### src/rtl/zone_backlight_extract_if.sv
// Stream bundle for zone_backlight_extract: the raster gray input, frame control,
// and the per-zone backlight output handshake toward the LED driver.
interface zone_backlight_extract_if #(
   parameter int IN_W       = 16,
   parameter int OUT_W      = 8,
   parameter int ZONE_IDX_W = 5
);
   logic                  frame_start;
   logic                  pix_valid;
   logic [IN_W-1:0]       gray_in;
   logic                  bl_valid;
   logic                  bl_ready;
   logic [OUT_W-1:0]      bl_data;
   logic [ZONE_IDX_W-1:0] bl_zone;
   logic                  frame_done;
   logic                  overflow;

   modport master (
      output frame_start, pix_valid, gray_in, bl_ready,
      input  bl_valid, bl_data, bl_zone, frame_done, overflow
   );

   modport slave (
      input  frame_start, pix_valid, gray_in, bl_ready,
      output bl_valid, bl_data, bl_zone, frame_done, overflow
   );
endinterface

### src/rtl/zone_backlight_extract.sv
// Tiles a raster gray stream into ZONES_X x ZONES_Y zones (power-of-two counts >= 2) and emits
// one backlight level per zone. Define ZBL_FLOOR_EN to clamp every level to at least MIN_BL.
module zone_backlight_extract #(
   parameter int ZONES_X     = 8,
   parameter int ZONES_Y     = 4,
   parameter int ZONE_W_LOG2 = 6,
   parameter int ZONE_H_LOG2 = 6,
   parameter int IN_W        = 16,
   parameter int OUT_W       = 8,
   parameter int MIN_BL      = 16
) (
   input  logic                    clk,
   input  logic                    rst,
   zone_backlight_extract_if.slave bus
);
   localparam int W  = ZONES_X << ZONE_W_LOG2;
   localparam int H  = ZONES_Y << ZONE_H_LOG2;
   localparam int XW = $clog2(W);
   localparam int YW = $clog2(H);
   localparam int CW = $clog2(ZONES_X);
   localparam int RW = $clog2(ZONES_Y);
   localparam int ZW = $clog2(ZONES_X * ZONES_Y);
   localparam int SW = IN_W + ZONE_W_LOG2 + ZONE_H_LOG2;

`ifdef ZBL_FLOOR_EN
   localparam logic [OUT_W-1:0] MIN_BL_V = OUT_W'(MIN_BL);
`else
   logic unused_min_bl;
   assign unused_min_bl = (MIN_BL != 0);
`endif

   typedef enum logic {S_IDLE, S_ACTIVE} state_t;

   state_t           state_q, state_d;
   logic [XW-1:0]    x_q, x_d;
   logic [YW-1:0]    y_q, y_d;
   logic [SW-1:0]    sum_q [ZONES_X];
   logic [SW-1:0]    sum_d [ZONES_X];
   logic [IN_W-1:0]  max_q [ZONES_X];
   logic [IN_W-1:0]  max_d [ZONES_X];
   logic [OUT_W-1:0] buf_q [ZONES_X];
   logic [OUT_W-1:0] buf_d [ZONES_X];
   logic [OUT_W-1:0] bl_new [ZONES_X];
   logic [CW-1:0]    rd_idx_q, rd_idx_d, rd_next;
   logic             bl_valid_q, bl_valid_d;
   logic [OUT_W-1:0] bl_data_q, bl_data_d;
   logic [ZW-1:0]    bl_zone_q, bl_zone_d;
   logic             frame_done_q, frame_done_d;
   logic             overflow_q, overflow_d;

   logic             pix_take, last_x, first_line, last_line, row_done, frame_end;
   logic             xfer, last_xfer;
   logic [CW-1:0]    col;
   logic [RW-1:0]    row;

   always_comb begin
      pix_take   = (state_q == S_ACTIVE) && bus.pix_valid && !bus.frame_start;
      col        = x_q[XW-1:ZONE_W_LOG2];
      row        = y_q[YW-1:ZONE_H_LOG2];
      last_x     = (x_q == XW'(W - 1));
      first_line = (y_q[ZONE_H_LOG2-1:0] == '0);
      last_line  = &y_q[ZONE_H_LOG2-1:0];
      row_done   = pix_take && last_x && last_line;
      frame_end  = row_done && (row == RW'(ZONES_Y - 1));
      xfer       = bl_valid_q && bus.bl_ready;
      last_xfer  = xfer && (rd_idx_q == CW'(ZONES_X - 1));
      rd_next    = rd_idx_q + CW'(1);
   end

   // Levels are derived from the post-update accumulators so the completing pixel is included.
   always_comb begin : acc_comb
      logic [IN_W-1:0]  mean;
      logic [IN_W:0]    bl_wide;
      logic [OUT_W-1:0] bl_sat;
      mean    = '0;
      bl_wide = '0;
      bl_sat  = '0;
      for (int c = 0; c < ZONES_X; c++) begin
         sum_d[c] = sum_q[c];
         max_d[c] = max_q[c];
         if (pix_take && col == CW'(c)) begin
            if (first_line && x_q[ZONE_W_LOG2-1:0] == '0) begin
               sum_d[c] = SW'(bus.gray_in);
               max_d[c] = bus.gray_in;
            end else begin
               sum_d[c] = sum_q[c] + SW'(bus.gray_in);
               if (bus.gray_in > max_q[c]) max_d[c] = bus.gray_in;
            end
         end
         mean    = sum_d[c][SW-1 -: IN_W];
         bl_wide = ({1'b0, max_d[c]} + {1'b0, mean}) >> 1;
         bl_sat  = (|bl_wide[IN_W:OUT_W]) ? '1 : bl_wide[OUT_W-1:0];
`ifdef ZBL_FLOOR_EN
         if (bl_sat < MIN_BL_V) bl_sat = MIN_BL_V;
`endif
         bl_new[c] = bl_sat;
      end
   end

   always_comb begin
      // NOTE: every signal gets its hold value first, so no path leaves it unassigned and no latch is inferred.
      state_d      = state_q;
      x_d          = x_q;
      y_d          = y_q;
      frame_done_d = 1'b0;
      if (bus.frame_start) begin
         state_d = S_ACTIVE;
         x_d     = '0;
         y_d     = '0;
      end else if (pix_take) begin
         if (last_x) begin
            x_d = '0;
            y_d = y_q + YW'(1);
            if (frame_end) begin
               y_d          = '0;
               state_d      = S_IDLE;
               frame_done_d = 1'b1;
            end
         end else begin
            x_d = x_q + XW'(1);
         end
      end
   end

   always_comb begin
      buf_d      = buf_q;
      rd_idx_d   = rd_idx_q;
      bl_valid_d = bl_valid_q;
      bl_data_d  = bl_data_q;
      bl_zone_d  = bl_zone_q;
      overflow_d = overflow_q;
      if (bus.frame_start) begin
         bl_valid_d = 1'b0;
         rd_idx_d   = '0;
         overflow_d = 1'b0;
      end else begin
         if (xfer) begin
            if (last_xfer) begin
               bl_valid_d = 1'b0;
            end else begin
               rd_idx_d  = rd_next;
               bl_data_d = buf_q[rd_next];
               bl_zone_d = bl_zone_q + ZW'(1);
            end
         end
         // A buffer emptied by this cycle's final transfer may take the new row.
         if (row_done) begin
            if (bl_valid_q && !last_xfer) begin
               overflow_d = 1'b1;
            end else begin
               buf_d      = bl_new;
               bl_valid_d = 1'b1;
               rd_idx_d   = '0;
               bl_data_d  = bl_new[0];
               bl_zone_d  = ZW'(row) * ZW'(ZONES_X);
            end
         end
      end
   end

   always_ff @(posedge clk) begin
      // NOTE: state updates use <= so every flop samples the pre-edge values regardless of statement order.
      if (rst) begin
         state_q      <= S_IDLE;
         x_q          <= '0;
         y_q          <= '0;
         rd_idx_q     <= '0;
         bl_valid_q   <= 1'b0;
         bl_data_q    <= '0;
         bl_zone_q    <= '0;
         frame_done_q <= 1'b0;
         overflow_q   <= 1'b0;
         for (int c = 0; c < ZONES_X; c++) begin
            sum_q[c] <= '0;
            max_q[c] <= '0;
         end
      end else begin
         state_q      <= state_d;
         x_q          <= x_d;
         y_q          <= y_d;
         rd_idx_q     <= rd_idx_d;
         bl_valid_q   <= bl_valid_d;
         bl_data_q    <= bl_data_d;
         bl_zone_q    <= bl_zone_d;
         frame_done_q <= frame_done_d;
         overflow_q   <= overflow_d;
         sum_q        <= sum_d;
         max_q        <= max_d;
      end
      // NOTE: the output buffer is only read behind bl_valid, so it carries no reset.
      buf_q <= buf_d;
   end

   assign bus.bl_valid   = bl_valid_q;
   assign bus.bl_data    = bl_data_q;
   assign bus.bl_zone    = bl_zone_q;
   assign bus.frame_done = frame_done_q;
   assign bus.overflow   = overflow_q;
endmodule

### src/flat_wrapper.sv
// flat-port wrapper written by rule: the top's interface ports become plain ports
module zone_backlight_extract_flat 
#(
   parameter int ZONES_X     = 8,
   parameter int ZONES_Y     = 4,
   parameter int ZONE_W_LOG2 = 6,
   parameter int ZONE_H_LOG2 = 6,
   parameter int IN_W        = 16,
   parameter int OUT_W       = 8,
   parameter int MIN_BL      = 16
)
  (clk, rst, bus_frame_start, bus_pix_valid, bus_gray_in, bus_bl_ready, bus_bl_valid, bus_bl_data, bus_bl_zone, bus_frame_done, bus_overflow);
  zone_backlight_extract_if #(.IN_W(IN_W), .OUT_W(OUT_W), .ZONE_IDX_W(($clog2((8) * (4))))) bus_i ();
  input  logic clk;
  input  logic rst;
  input wire logic [$bits(bus_i.frame_start)-1:0] bus_frame_start;
  input wire logic [$bits(bus_i.pix_valid)-1:0] bus_pix_valid;
  input wire logic [$bits(bus_i.gray_in)-1:0] bus_gray_in;
  input wire logic [$bits(bus_i.bl_ready)-1:0] bus_bl_ready;
  output wire logic [$bits(bus_i.bl_valid)-1:0] bus_bl_valid;
  output wire logic [$bits(bus_i.bl_data)-1:0] bus_bl_data;
  output wire logic [$bits(bus_i.bl_zone)-1:0] bus_bl_zone;
  output wire logic [$bits(bus_i.frame_done)-1:0] bus_frame_done;
  output wire logic [$bits(bus_i.overflow)-1:0] bus_overflow;
  assign bus_i.frame_start = bus_frame_start;
  assign bus_i.pix_valid = bus_pix_valid;
  assign bus_i.gray_in = bus_gray_in;
  assign bus_i.bl_ready = bus_bl_ready;
  assign bus_bl_valid = bus_i.bl_valid;
  assign bus_bl_data = bus_i.bl_data;
  assign bus_bl_zone = bus_i.bl_zone;
  assign bus_frame_done = bus_i.frame_done;
  assign bus_overflow = bus_i.overflow;
  zone_backlight_extract #(.ZONES_X(ZONES_X), .ZONES_Y(ZONES_Y), .ZONE_W_LOG2(ZONE_W_LOG2), .ZONE_H_LOG2(ZONE_H_LOG2), .IN_W(IN_W), .OUT_W(OUT_W), .MIN_BL(MIN_BL)) u_core (.clk(clk), .rst(rst), .bus(bus_i));
endmodule
### config.mk
export PLATFORM = sky130hd
export DESIGN_NAME = zone_backlight_extract_flat
export DESIGN_NICKNAME = d
export VERILOG_FILES = /design/src/rtl/zone_backlight_extract_if.sv /design/src/rtl/zone_backlight_extract.sv /design/src/flat_wrapper.sv
export SDC_FILE = /design/constraint.sdc
export NUM_CORES = 2
export LEC_CHECK = 0
export CORE_MARGIN = 2
export CORE_UTILIZATION = 65
export DETAILED_ROUTE_END_ITERATION = 8
export PLACE_DENSITY = 0.82
export SLEW_MARGIN = 20
export SYNTH_ARGS = -nofsm -noshare
export SYNTH_HDL_FRONTEND = slang
export SYNTH_SLANG_ARGS = --single-unit
### constraint.sdc
create_clock -name clk -period 14.15 [get_ports clk]
set_input_delay 4.245 -clock clk [delete_from_list [all_inputs] [get_ports clk]]
set_output_delay 4.245 -clock clk [all_outputs]
set_load 0.1 [all_outputs]
**I/O pins on the die edge**

The bar under the picture is 50 µm long. Pins as bars across the die edge, other pins in gray.
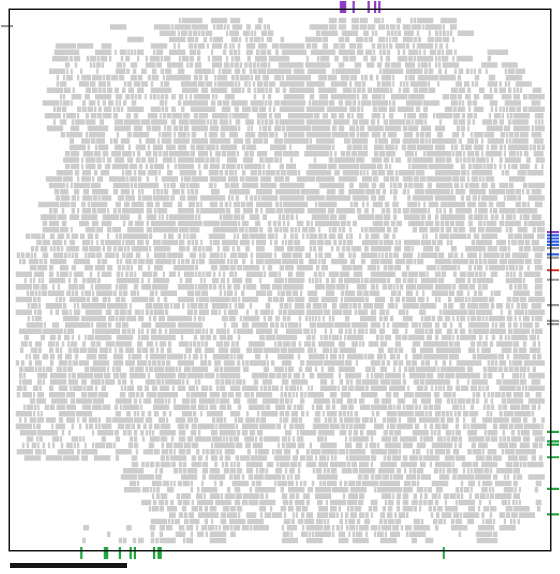
port	color	pins	direction	edge
bus_overflow	red	1	output	right
bus_bl_zone	blue	5	output	right
bus_gray_in	green	16	input	10 bottom, 6 right
bus_bl_data	purple	8	output	7 top, 1 right
all pins by edge	19 right, 10 bottom, 7 top, 1 left

**Cell placement**

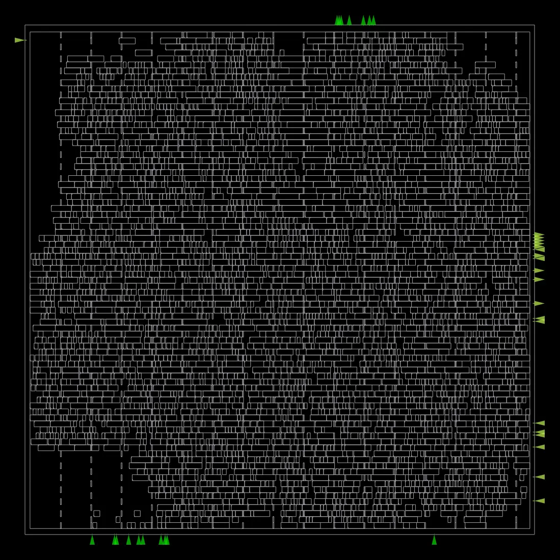
num sequential: 453
total core area: 0.0513 mm²
num tapcells: 680
Layout Cells excl Fill: 4,706
placement row count: 83

==> run_summary.xml <==
<?xml version="1.0" encoding="UTF-8"?>
<metrics>
  <group name="place">
    <metric name="globalplace.congestion" unit="">0.952</metric>
    <metric name="place_area" unit="mm²">0.0346</metric>
    <metric name="place_worst_setup_slack" unit="ps">3370</metric>
    <metric name="detailed_place_hpwl" unit="µm">64300</metric>
  </group>
  <group name="finish">
    <metric name="comb_area_share" unit="%">62.1</metric>
    <metric name="area.share.sequential" unit="%">26.8</metric>
    <metric name="area.growth.synth_to_final" unit="%">7.71</metric>
    <metric name="clkCellAreaFrac" unit="%">4.76</metric>
    <metric name="final_nets" unit="">4403</metric>
    <metric name="register_area" unit="mm²">0.00971</metric>
    <metric name="largest_register" unit="">u_core.sum_q</metric>
    <metric name="num_antenna_cells" unit="">2</metric>
  </group>
  <group name="detailed_routing">
    <metric name="drt_first_iter_violations" unit="">2498</metric>
    <metric name="met3RoutedLength" unit="µm">7970</metric>
    <metric name="route.layer.met1.wl" unit="µm">37600</metric>
  </group>
  <group name="pwr">
    <metric name="power.net_switching" unit="W">0.000753</metric>
    <metric name="group_drawing_the_most_power" unit="">the clock network</metric>
    <metric name="pwr.group.combinational" unit="W">0.000252</metric>
    <metric name="max-vdd-ir-drop" unit="V">0.0000835</metric>
    <metric name="clock_net_power" unit="W">0.00139</metric>
    <metric name="design_power_total" unit="W">0.00295</metric>
    <metric name="sequentialPower" unit="W">0.00131</metric>
    <metric name="pwr-share-clk" unit="%">47.0</metric>
  </group>
  <group name="clocking">
    <metric name="tritoncts_buffer_count" unit="">52</metric>
    <metric name="cts.htree.levels" unit="">2</metric>
    <metric name="cts_setup_buffers" unit="">0</metric>
    <metric name="cts.clk_slew.worst_paths" unit="ps">60</metric>
    <metric name="cts.root.buffer_cell" unit="">sky130_fd_sc_hd__clkbuf_16</metric>
  </group>
  <group name="run_status">
    <metric name="outcome" unit="">complete, no violations</metric>
  </group>
  <group name="worst_setup_path">
    <metric name="timing.critical_path.fanout_max" unit="">18</metric>
    <metric name="critical-path-top-delay-family" unit="">AND-OR/OR-AND gates</metric>
    <metric name="r2r-end" unit="">u_core.buf_q[49]</metric>
    <metric name="crit_buf_inv" unit="">2</metric>
    <metric name="startpoint" unit="">bus_gray_in[0]</metric>
    <metric name="worst-setup-path-type" unit="">input port to register</metric>
  </group>
  <group name="logic_synthesis">
    <metric name="synthDominantCellAreaShare" unit="%">23.1</metric>
    <metric name="xor_area_share" unit="%">6.86</metric>
    <metric name="synth-edff-count" unit="">64</metric>
    <metric name="ys_dominant_reg_cell" unit="">sky130_fd_sc_hd__dfxtp_1</metric>
    <metric name="numSynthFlops" unit="">453</metric>
    <metric name="ys_types" unit="">98</metric>
    <metric name="yosys-mux-area-fraction" unit="%">5.98</metric>
    <metric name="yosys_area" unit="mm²">0.0337</metric>
    <metric name="synth.logic.top_family" unit="">simple AND/OR/NAND/NOR gates</metric>
  </group>
  <group name="final_timing">
    <metric name="finalWorstSetupSlack" unit="ps">3850</metric>
    <metric name="max_slew_margin" unit="%">32.1</metric>
    <metric name="hold_viol_final" unit="">0</metric>
  </group>
  <group name="flow_run">
    <metric name="max_cap_viol_count" unit="">0</metric>
    <metric name="stage_log_warnings" unit="">34</metric>
  </group>
  <group name="grt">
    <metric name="globalRouteMet2Util" unit="%">57.1</metric>
    <metric name="antenna_found_initial" unit="">8</metric>
    <metric name="grt_pass1_wl" unit="µm">146000</metric>
    <metric name="globalRouteTotalUtil" unit="%">34.2</metric>
    <metric name="largest_net_degree_at_the_start_of_global_routing" unit="">176</metric>
    <metric name="grt_pass1_vias" unit="">27902</metric>
    <metric name="globalRoute.busiestLayer" unit="">met2</metric>
  </group>
  <group name="min_path">
    <metric name="whs_endpoint" unit="">u_core.bus.overflow</metric>
    <metric name="hold_start" unit="">u_core.bus.overflow</metric>
  </group>
  <group name="die">
    <metric name="design.die.area" unit="mm²">0.0537</metric>
  </group>
</metrics>
**Placement density heat map**

23 x 23 tiles, from white (low) to dark blue (high), 0 to 100% covered.
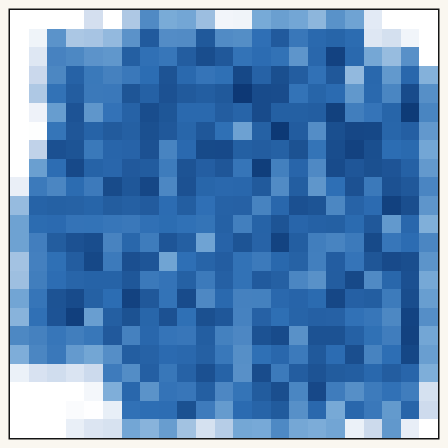
mean over tiles	66%
tiles over 75% full	48%
fullest tile	97%
final design utilization: 70.7%
share of the core filled by cells before placement: 65.7%

No activity file was given, so power comes from the tool's default toggle rates.
